==> images/layers.png <==
The bar under the picture is 20 microns long. Only two layers are drawn.
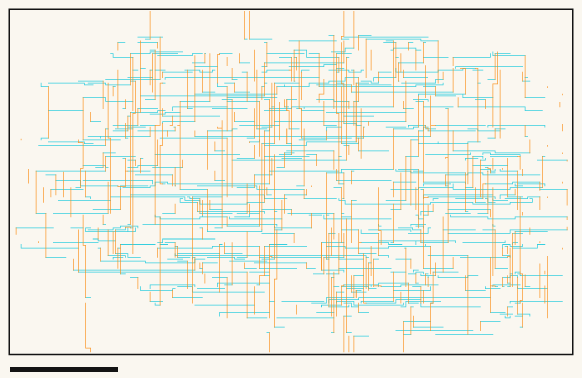
==> images/m3.png <==
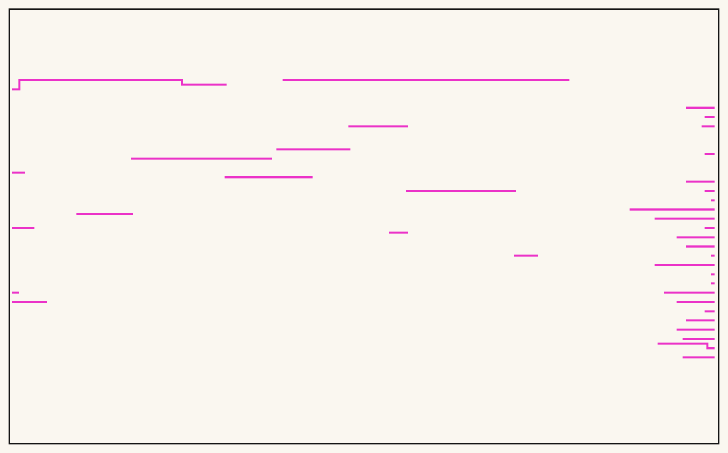
==> images/m2.png <==
The bar under the picture is 20 microns long.
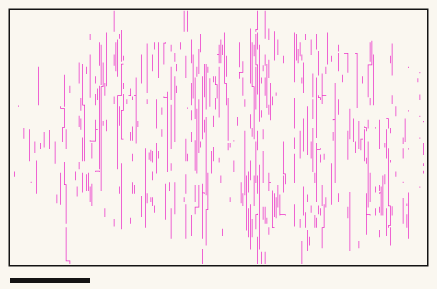
File: src/rtl/div_request_sequencer.sv
// Request FIFO + start/settle/capture sequencer for the 4-bit divider.
// Optional: DIV_DBZ_SKIP_EN bypasses the divider for zero divisors.
module div_request_sequencer #(
    parameter int DEPTH  = 4,
    parameter int SETTLE = 2
) (
    input  logic       clk,
    input  logic       rst_n,
    input  logic       in_valid,
    output logic       in_ready,
    input  logic [3:0] in_a,
    input  logic [3:0] in_b,
    output logic [3:0] div_a,
    output logic [3:0] div_b,
    output logic       div_start,
    input  logic [7:0] div_result,
    output logic       out_valid,
    input  logic       out_ready,
    output logic [3:0] out_quot,
    output logic [3:0] out_rem,
    output logic       out_dbz
);
    localparam int AW = $clog2(DEPTH);
    localparam int PW = AW + 1;
    localparam int CW = (SETTLE > 1) ? $clog2(SETTLE) : 1;
    localparam logic [CW-1:0] CNT_LOAD = CW'(SETTLE - 1);

    typedef enum logic [2:0] {
        S_IDLE = 3'd0,
        S_LOAD = 3'd1,
        S_FIRE = 3'd2,
        S_WAIT = 3'd3,
        S_HOLD = 3'd4
    } state_t;

    state_t        state_q, state_d;
    logic [AW:0]   wr_ptr_q, wr_ptr_d;
    logic [AW:0]   rd_ptr_q, rd_ptr_d;
    logic [7:0]    mem_q [DEPTH];
    logic [CW-1:0] cnt_q, cnt_d;
    logic [3:0]    div_a_q, div_a_d;
    logic [3:0]    div_b_q, div_b_d;
    logic          dbz_q, dbz_d;
    logic          div_start_q, div_start_d;
    logic          out_valid_q, out_valid_d;
    logic [3:0]    out_quot_q, out_quot_d;
    logic [3:0]    out_rem_q, out_rem_d;
    logic          out_dbz_q, out_dbz_d;
    logic          in_ready_q, in_ready_d;
    logic          push, pop, empty;
    logic [7:0]    head;

    assign empty    = (wr_ptr_q == rd_ptr_q);
    assign push     = in_valid && in_ready_q;
    assign head     = mem_q[rd_ptr_q[AW-1:0]];
    assign wr_ptr_d = wr_ptr_q + PW'(push);
    assign rd_ptr_d = rd_ptr_q + PW'(pop);

    // in_ready is registered from next-cycle pointers so it is 0 in reset
    assign in_ready_d = !((wr_ptr_d[AW] != rd_ptr_d[AW]) &&
                          (wr_ptr_d[AW-1:0] == rd_ptr_d[AW-1:0]));

    always_comb begin
        state_d     = state_q;
        cnt_d       = cnt_q;
        div_a_d     = div_a_q;
        div_b_d     = div_b_q;
        dbz_d       = dbz_q;
        div_start_d = 1'b0;
        out_valid_d = out_valid_q;
        out_quot_d  = out_quot_q;
        out_rem_d   = out_rem_q;
        out_dbz_d   = out_dbz_q;
        pop         = 1'b0;
        unique case (state_q)
            S_IDLE, S_HOLD: begin
                if (state_q == S_IDLE || out_ready) begin
                    out_valid_d = 1'b0;
                    state_d     = S_IDLE;
                    if (!empty) begin
                        pop     = 1'b1;
                        div_a_d = head[7:4];
                        div_b_d = head[3:0];
                        dbz_d   = (head[3:0] == 4'd0);
                        state_d = S_LOAD;
`ifdef DIV_DBZ_SKIP_EN
                        if (dbz_d) begin
                            state_d     = S_HOLD;
                            out_valid_d = 1'b1;
                            out_quot_d  = 4'hF;
                            out_rem_d   = head[7:4];
                            out_dbz_d   = 1'b1;
                        end
`endif
                    end
                end
            end
            S_LOAD: begin
                div_start_d = 1'b1;
                state_d     = S_FIRE;
            end
            S_FIRE: begin
                cnt_d   = CNT_LOAD;
                state_d = S_WAIT;
            end
            S_WAIT: begin
                if (cnt_q == '0) begin
                    out_valid_d = 1'b1;
                    out_quot_d  = dbz_q ? 4'hF : div_result[3:0];
                    out_rem_d   = dbz_q ? div_a_q : div_result[7:4];
                    out_dbz_d   = dbz_q;
                    state_d     = S_HOLD;
                end else begin
                    cnt_d = cnt_q - 1'b1;
                end
            end
            default: state_d = S_IDLE;
        endcase
    end

    always_ff @(posedge clk or negedge rst_n) begin
        if (!rst_n) begin
            state_q     <= S_IDLE;
            wr_ptr_q    <= '0;
            rd_ptr_q    <= '0;
            cnt_q       <= '0;
            div_a_q     <= '0;
            div_b_q     <= '0;
            dbz_q       <= 1'b0;
            div_start_q <= 1'b0;
            out_valid_q <= 1'b0;
            out_quot_q  <= '0;
            out_rem_q   <= '0;
            out_dbz_q   <= 1'b0;
            in_ready_q  <= 1'b0;
            for (int i = 0; i < DEPTH; i++) mem_q[i] <= '0;
        end else begin
            state_q     <= state_d;
            wr_ptr_q    <= wr_ptr_d;
            rd_ptr_q    <= rd_ptr_d;
            cnt_q       <= cnt_d;
            div_a_q     <= div_a_d;
            div_b_q     <= div_b_d;
            dbz_q       <= dbz_d;
            div_start_q <= div_start_d;
            out_valid_q <= out_valid_d;
            out_quot_q  <= out_quot_d;
            out_rem_q   <= out_rem_d;
            out_dbz_q   <= out_dbz_d;
            in_ready_q  <= in_ready_d;
            if (push) mem_q[wr_ptr_q[AW-1:0]] <= {in_a, in_b};
        end
    end

    assign in_ready  = in_ready_q;
    assign div_a     = div_a_q;
    assign div_b     = div_b_q;
    assign div_start = div_start_q;
    assign out_valid = out_valid_q;
    assign out_quot  = out_quot_q;
    assign out_rem   = out_rem_q;
    assign out_dbz   = out_dbz_q;

endmodule

File: config.mk
export PLATFORM = sky130hd
export DESIGN_NAME = div_request_sequencer
export DESIGN_NICKNAME = d
export VERILOG_FILES = /design/src/rtl/div_request_sequencer.sv
export SDC_FILE = /design/constraint.sdc
export NUM_CORES = 1
export LEC_CHECK = 0
export CAP_MARGIN = 20
export CORE_ASPECT_RATIO = 0.6
export CORE_MARGIN = 1.5
export CORE_UTILIZATION = 45
export DETAILED_ROUTE_END_ITERATION = 10
export PLACE_DENSITY = 0.68
export SLEW_MARGIN = 15
export SYNTH_ARGS = -nofsm -noshare
export SYNTH_HDL_FRONTEND = slang
export SYNTH_SLANG_ARGS = --single-unit
File: constraint.sdc
create_clock -name clk -period 3.1 [get_ports clk]
set_input_delay 0.775 -clock clk [delete_from_list [all_inputs] [get_ports clk]]
set_output_delay 0.775 -clock clk [all_outputs]
set_load 0.005 [all_outputs]
==> run_results.csv <==
group,metric,value,unit
sta,relSlewSlack,40.7,%
floorplanning,rows,21,
place,place.gp.congestion,0.761,
logic_synthesis,yosysUniqueCellTypes,35,
power,p_switching,1.14,mW
power,intPower,2.60,mW
final_layout,diodes,0,
sta,rsz0062_at_grt,"false",
setup_path,r2r_cells,9,
final_layout,nFillCells,447,
setup_path,crit_end,"in_ready",
floorplanning,chipHeight,63.7,microns
clock_tree,postCtsSetupRepairBufs,0,
drt,drc_errors,0,
drt,ant_nets,0,
floorplanning,coreArea,0.00575,sq mm
global_route,grt_first_pass_wirelength,8.65,mm
worst_hold_path,hold_class,"reg2reg",
sta,setup_slack,0.458,ns
setup_path,cp.arrival,2.85,ns
global_route,gr-total-overflow,0,
clock_tree,cts.repair.resized,0,
final_layout,mi_logic_area,0.00112,sq mm
sta,max_freq,379,MHz
sta,fin_setup_tns,0,ns
status,status,"finished, final reports clean",
clock_tree,clock_tree.buffer_depth,2,
final_layout,drive_gt1_share,27.5,%
place,place_ws,0.0827,ns
logic_synthesis,yosysWarnings,0,
sta,whs,0.474,ns
logic_synthesis,syn_avg_cell_area,14.9,sq um
logic_synthesis,dominantRegCellSynth,"dfrtp_1",
floorplanning,initial_core_util,48.0,%
global_route,grt_max_degree,42,
logic_synthesis,syn-num-nets,210,
setup_path,reg2reg_slack,0.60,ns
logic_synthesis,synth_cells,186,
power,ir_drop,585,uV
clock_tree,cts.sinks,63,
power,power.leakage,1.51,nW
floorplanning,dieArea,0.00663,sq mm
final_layout,regArea,0.00158,sq mm
clock_tree,cts_buffers,9,
clock_tree,ctsHoldBuffers,0,
power,netSwitchingFraction,30.4,%
final_layout,fin_nets,259,
logic_synthesis,edf_count,0,
clock_tree,clock_latency,0.33,ns
logic_synthesis,async_reset_ff_share,100,%
clock_tree,cts_tree,"yes",
place,hpwlAfterDp,3.58,mm
setup_path,crit_start,"out_ready",
power,p_comb_share,41.4,%
logic_synthesis,synth.cell_area,0.00276,sq mm
power,power_density,1090,mW/mm^2
sta,hold_viol,0,
power,power,3.74,mW
final_layout,lay_top_count,"dfrtp_1",
run,drv_cap,0,
place,io_buffers,39,
setup_path,required,3.31,ns
clock_tree,htree_levels,3,
global_route,grt_antenna_before_repair,0,
sta,period_minus_slack,2.64,ns
logic_synthesis,ys_area,0.00276,sq mm
global_route,grt_pass1_vias,1648,
setup_path,crit_path_end_kind,"register",
logic_synthesis,ys.flops,63,
Notes on layers.png above:
[orange] M2 | wire length: 1,950 microns
[cyan] M1 | wire length: 2,760 microns
GRT Total Usage: 17.5%
Vias: 1,638
wire length per cell: 15.6 microns

Notes on m3.png above:
share of all routed wire: 5.2%
wire length on this layer: 261 microns
Post-Route WL: 5.00 mm
met3 Use GR: 7.35%

Notes on m2.png above:
share of all routed wire: 39%
main direction: vertical
nets with wire on the layer: 222
met2 usage: 23.1%

## cells in the mapped netlist (2+ instances only)
library cell | number | area, sq um
ha_1 | 4 | 50.1
xor2_1 | 6 | 52.6
clkbuf_1 | 2 | 7.51
mux2i_1 | 4 | 40.0
o21ai_0 | 3 | 15.0
nand2_1 | 3 | 11.3
mux4_1 | 7 | 184
dfrtp_1 | 63 | 1580
nor3_1 | 2 | 10.0
buf_6 | 2 | 22.5
a21oi_1 | 8 | 40.0
mux2_2 | 33 | 372
buf_4 | 2 | 15.0
nand3b_1 | 2 | 15.0
mux2_4 | 8 | 120
nor2_1 | 16 | 60.1
inv_1 | 2 | 7.51
nand2b_1 | 2 | 12.5
## power by group through the flow
stage                     combinational, mW  sequential (mW)  clock, mW
after floorplan                        1.10             1.43          0
after detailed placement               1.56             1.52          0
final                                  1.55             1.51      0.685
after global routing                   1.68             1.56      0.753
after global placement                 1.54             1.51          0
after CTS                              1.56             1.51      0.708
## kinds of logic (layout without fill, tap and decap cells)
group	Yosys count	in the layout	share of synthesized area [%]
adders and majority gates	4	4	1.81
AOI/OAI and AO/OA	14	14	2.81
DFF	63	63	57.1
buffers and inverters	10	64	2.22
and+or+nand+nor	33	33	6.16
xor gates and xnor gates	8	8	2.81
muxes	54	54	27.1
## stage by stage
stage               instances  cell area, sq um
global route              320              3440
detailed placement        304              3250
finish                    320              3440
floorplan                 186              2760
CTS                       320              3440
global placement          304              3250
## worst max-delay path, stage by stage
cell             delay, ns
clkdlybuf4s50_1       0.48
nor2b_1               0.07
or4_4                 0.49
inv_1                 0.08
ha_1                  0.14
ha_1                  0.15
xor2_1                0.22
xnor2_1               0.08
or3_1                 0.37
## sequential cells by signal, summed over array words and instances, names as in the netlist
| name | flops |
|---|---|
| div_a | 4 |
| mem_q | 32 |
| out_valid | 1 |
| wr_ptr_q | 3 |
| in_ready | 1 |
| rd_ptr_q | 3 |
| div_b | 4 |
| out_rem | 4 |
| cnt_q | 1 |
| out_dbz | 1 |
| out_quot | 4 |
| div_start | 1 |
| dbz_q | 1 |
| state_q | 3 |
## layout make-up
type                       count  area share, %
multi-input combinational    113           32.7
timing repair buffer          46           12.7
clock buffer                  13           4.33
tap                           80           2.91
clock inverter                 3           1.24
sequential                    63           45.9
inverter                       2          0.218
## routing by layer
metal | up-vias | share of wire [%] | GRT usage, %
met1 | 803 | 55 | 25.9
met2 | 43 | 39 | 23.1
li1 | 785 | - | -
met4 | 0 | 0.74 | 4.69
met5 | - | 0 | 0
met3 | 7 | 5.2 | 7.35
## how the worst min path moves through the flow
stage / start / end / depth (start not counted)
6_report: cnt_q / cnt_q / 2
5_1_grt: mem_q[14] / mem_q[14] / 1
4_1_cts: cnt_q / cnt_q / 2
3_5_place_dp: cnt_q / cnt_q / 2
3_3_place_gp: cnt_q / cnt_q / 2
2_1_floorplan: cnt_q / cnt_q / 2
Power and IR drop assume default switching activity.
